Design enc_period_quad_sync, sky130hd; sources not shown.
Figure 1. Power grid (run 1).
Scale: 2 px per µm. Pins as bars on the die edge. Tap cells in grey.
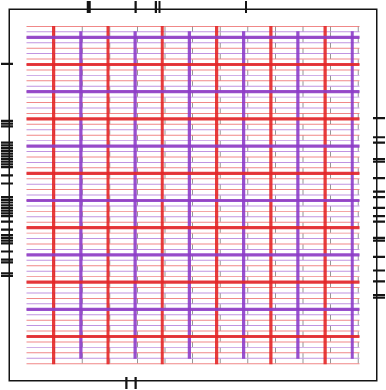
legend:
  VDD:
    colour: purple
  VSS:
    colour: red
tap cells: 384
met5 straps: 12
met4 straps: 12
area inside the core boundary: 28100 µm²
IR Drop Worst-Case VDD: 226 µV

Figure 2. Placement by cell class (run 1).
Scale: 2 px per µm. Fill, decap, tap and diode cells in grey.
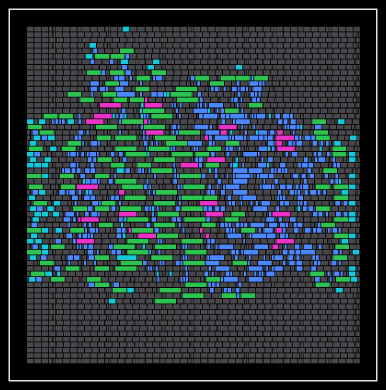
legend:
  registers:
    colour: green
    cells: 134
    share_of_their_area: 39%
  remaining buffers and delay cells:
    colour: cyan
    cells: 93
    share_of_their_area: 9.5%
  remaining logic cells:
    colour: blue
    cells: 536
    share_of_their_area: 44%
  clock drivers and dummy loads:
    colour: magenta
    cells: 32
    share_of_their_area: 7.1%
register fraction of the total cell area: 37.0%
Cell Rows: 62
Post-Layout Inst Area: 8550 µm²
Util after Layout: 30.4%

Figure 3. Clock wires, drivers and flops (run 1).
Scale: 2 px per µm.
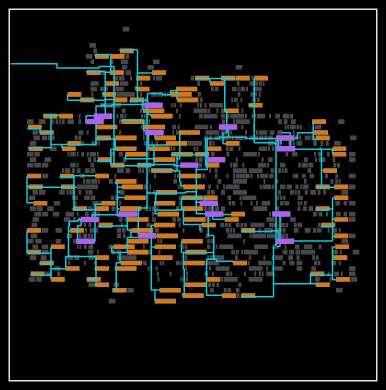
legend:
  clock wires:
    colour: cyan
    length: 1990 µm
  flip-flops:
    colour: orange
    count: 134
  clock-net drivers:
    colour: purple
    count: 17
routed clock nets: 18
later-pin clock latency in the skew report: 0.42 ns
Clock Power: 1.52 mW
clock share of power: 44.8%

==> notes.md, run 1 <==
Implementation progress

The final total negative setup slack stands at 0 ns. The final-layout non-clock buffer area share stands at 8.93%. Averaged over all synthesized cells, the footprint is 9.78 µm².

The placement summary gives the final routability congestion estimate as 0.789. The initial antenna violation count came to 0. The synthesis-stage register bit count stands at 134. TritonCTS built the clock tree. The flow ran to the end, and the final reports show no timing, DRC or antenna violations. The count of cells along the worst register-to-register path stands at 11. The ratio of final minimum period to clock period stands at 87.0%. The first global-routing pass estimated 27800 µm of wire. Per the layout area report, the combinational fraction of cell area is 37.5%. The area occupied by multi-input gates stands at 3200 µm². The worst setup path is launched from a flop. The portion of synthesized cell area occupied by the leading cell type stands at 25.1%. The total cells reported by yosys after synthesis stands at 702. Warnings raised by the tools during the run amount to 27. The synthesized netlist devotes 11.7% of its cell area to compound gates.

The critical path in this run is classified as reg -> reg. Checking hold timing, the worst path is listed with class reg -> reg. The chip area line in the Yosys stat output reads 6860 µm². According to the cell report, flip-flops and latches in the layout number 134.

The distinct cell type count after synthesis stands at 52. Detailed placement reports a standard cell area of 7970 µm². Looking at the power breakdown, sequential logic takes 42.3% of the total. The highest clock rate this design can be run at is 280 MHz. The buffer and inverter count on the worst path stands at 2. In the final report, the number of pins over their slew limit comes to 0.

The number of flip-flops in the largest register stands at 64. The sequential power reported by the tool is 1.44 mW. In this run the clock root is driven by a sky130_fd_sc_hd__clkbuf_16. The total congestion overflow stands at 0. The tightest hold path in the finished design has a slack of 0.338 ns. The number of logic inverters in the finished layout stands at 97. The switching part of the total stands at 27.2%. Setup repair after global routing left no endpoint under its margin. The largest total area in the synthesized netlist belongs to sky130_fd_sc_hd__dfxtp_1. The synthesis report names the predominant flop master as sky130_fd_sc_hd__dfxtp_1. The half-perimeter wire length after placement stands at 13300 µm. The total power stands at 3.39 mW. The sequential cells in the finished layout cover a total of 3160 µm². In the synthesized netlist the async set-or-reset flop fraction comes to 0%. Looking at the gate-level netlist, the highest instance count belongs to sky130_fd_sc_hd__inv_1.

Per the area breakdown, the dominant cell category is multi-input combinational cells. The arrival time of data at the worst endpoint is listed as 3.75 ns. In this run the power spent charging and discharging nets is 921 µW. The relative contribution of combinational cells to total power stands at 12.9%.
run 1: cells in the final DEF (no fill, tap or decap), drive strengths merged, types with 8 or more instances in the layout:
cell type / Yosys / final
a21o: 8 / 8
a21oi: 46 / 46
and3: 21 / 21
clkbuf: 27 / 46
clkdlybuf4s50: 0 / 60
dfxtp: 86 / 86
edfxtp: 48 / 48
fa: 32 / 32
ha: 22 / 22
inv: 96 / 104
nand2: 19 / 19
nand2b: 17 / 17
nand3: 22 / 22
nand4: 24 / 24
nor2: 77 / 77
nor3: 17 / 17
o211ai: 12 / 12
o21ai: 12 / 12
o21bai: 8 / 8
o22a: 13 / 13
xnor2: 8 / 8
xor2: 20 / 20
run 1: per-layer routing:
metal  wire, µm  share of wire, %
met5          0                 0
met4        177               1.0
met3        901               5.1
met2       7620                43
met1       8870                51
--- run 2 (diff from run 1) ---
--- a/config.mk
+++ b/config.mk
@@ -6,7 +6,9 @@
 export NUM_CORES = 1
 export LEC_CHECK = 0
 export ABC_CLOCK_PERIOD_IN_PS = 4100
+export CAP_MARGIN = 20
 export CORE_AREA = 8 8 175 177
+export CTS_BUF_LIST = sky130_fd_sc_hd__clkbuf_16
 export DETAILED_ROUTE_END_ITERATION = 10
 export DIE_AREA = 0 0 183 185
 export GPL_TIMING_DRIVEN = 0
Figure 4. Power grid (run 2).
Scale: 2 px per µm. Pins as bars on the die edge. Tap cells in grey.
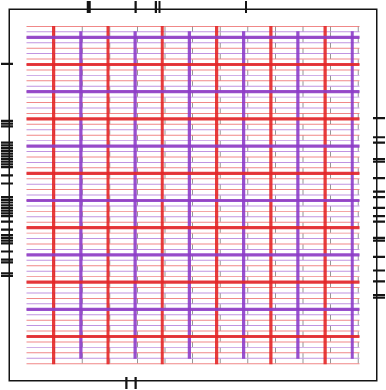
legend:
  VDD:
    colour: purple
  VSS:
    colour: red
met5 straps: 12
rows: 62
DIE WIDTH: 183 µm
IR Drop Worst-Case VDD: 226 µV
die extent in y: 185 µm

==> notes.md, run 2 <==
Implementation progress

Outcome: finished, final reports clean (unchanged). The final core utilization stands at 30.4% (unchanged). The library cell contributing the largest single delay on the critical path is sky130_fd_sc_hd__fa_1 (unchanged). The number of fill cells in the layout was 2993 (unchanged). The synthesis-stage register bit count was 134 (unchanged). The clock latency on the worst-skew pair came to 0.42 ns (about the same). Most frequent cells in the layout: sky130_fd_sc_hd__inv_1 (98), sky130_fd_sc_hd__dfxtp_1 (86), sky130_fd_sc_hd__nor2_1 (77), sky130_fd_sc_hd__clkdlybuf4s50_1 (60), sky130_fd_sc_hd__edfxtp_1 (48) (was sky130_fd_sc_hd__inv_1 (96), sky130_fd_sc_hd__dfxtp_1 (86), sky130_fd_sc_hd__nor2_1 (77), sky130_fd_sc_hd__clkdlybuf4s50_1 (60), sky130_fd_sc_hd__edfxtp_1 (48)). The clock sink total is 134 (unchanged). The power drawn by the clock network stands at 1.52 mW (about the same). The half-perimeter wire length after placement stands at 13300 µm (unchanged). The worst hold slack after final layout stands at 0.338 ns (about the same). The post-place instance area is 7970 µm² (unchanged). The TritonCTS clock tree is yes (unchanged). The leakage power summed over all cells stands at 3.31 nW (about the same). The largest delay contributor family on the critical path was adder cells (unchanged).

The primary flip-flop cell chosen by synthesis mapping was sky130_fd_sc_hd__dfxtp_1 (unchanged). The share of power burned in registers stands at 42.4% (was 42.3%). The count of cells along the worst register-to-register path stands at 11 (unchanged). The initial antenna violation count was 0 (unchanged).

The aoi/oai-family share of the synthesized area stands at 11.7% (unchanged). The ratio of final minimum period to clock period stands at 87.0% (about the same). The category of the most critical setup path was reg -> reg (unchanged). The arrival time reported for the critical path endpoint was 3.75 ns (about the same). The total congestion overflow stands at 0 (unchanged). The buffer and inverter count on the worst path stands at 2 (unchanged). The total cells reported by yosys after synthesis stands at 702 (unchanged). The xor/xnor share of the synthesized area came to 3.57% (unchanged). The root buffer cell was sky130_fd_sc_hd__clkbuf_16 (unchanged). The global-route met3 utilization stands at 2.88% (unchanged). The number of placement rows stands at 62 (unchanged). The top logic cell by instance count in the layout is sky130_fd_sc_hd__inv_1 (unchanged). The final instance area stands at 8550 µm² (unchanged). The max-slew violation count came to 0 (unchanged). The distinct cell type count after synthesis stands at 52 (unchanged).

The share of power burned in the clock network was 44.7% (was 44.8%). The combinational power was 436 µW (about the same). The area inside the core boundary stands at 28100 µm² (unchanged).

The fraction of registers with async set or reset after synthesis is 0% (unchanged). The synthesized area per cell was 9.78 µm² (unchanged). The yosys stat chip area was 6860 µm² (unchanged). The final total negative setup slack came to 0 ns (unchanged). The total power is 3.39 mW (about the same). Unrepaired setup endpoints after global routing: false (unchanged). The global-route wire length before repair came to 27800 µm (unchanged). The relative contribution of combinational cells to total power stands at 12.9% (about the same). The portion of synthesized cell area occupied by the leading cell type was 25.1% (unchanged). The power attributed to sequential cells stands at 1.44 mW (about the same).

The total met2 wirelength after detailed routing stands at 7620 µm (about the same). Cell chain of the critical path: inv_1, fa_1, inv_1, fa_1, ha_1, fa_1, a211oi_1, o211ai_1, a41oi_1, xor2_1, a21oi_1 (unchanged). The kind of path behind the tightest hold check is reg -> reg (unchanged).

The switching part of the total stands at 27.2% (about the same). The kind of launch point of the worst setup path is a flop (unchanged). The post-route met1 wirelength stands at 8920 µm (was 8870 µm). The number of flip-flops in the largest register stands at 64 (unchanged).

The highest achievable clock rate stands at 280 MHz (about the same). The total met3 wirelength after detailed routing stands at 883 µm (was 901 µm). The post-synthesis to final-layout area growth was 24.5% (unchanged). The power dissipated by switching net loads stands at 922 µW (was 921 µW). The most numerous cell in the Yosys netlist is sky130_fd_sc_hd__inv_1 (unchanged). The number of detailed-routing iterations run before antenna repair was 4 (unchanged). The final RePlAce weighted congestion was 0.789 (unchanged). The dominant cell type by area after synthesis was sky130_fd_sc_hd__dfxtp_1 (unchanged). The highest metal layer with signal wires is met4 (unchanged). The OpenROAD warning count is 27 (unchanged).
## run 2: cell types whose count changed in the layout (fill, tap and decap cells not counted)
cell	change
sky130_fd_sc_hd__inv_1	+2
sky130_fd_sc_hd__clkbuf_1	-2
## run 2: area by class of cell
| cell class | count | area, µm² | share of cell area [%] |
|---|---|---|---|
| Multi-Input combinational cell | 439 | 3200 | 37.5 |
| Sequential cell | 134 | 3160 | 37.0 |
| Timing Repair Buffer | 61 | 628 | 7.35 |
| Tap cell | 384 | 480 | 5.62 |
| Clock buffer | 17 | 425 | 4.98 |
| Inverter | 97 | 364 | 4.26 |
| Clock inverter | 15 | 149 | 1.74 |
| Buffer | 32 | 135 | 1.58 |
Power and IR drop assume default switching activity.
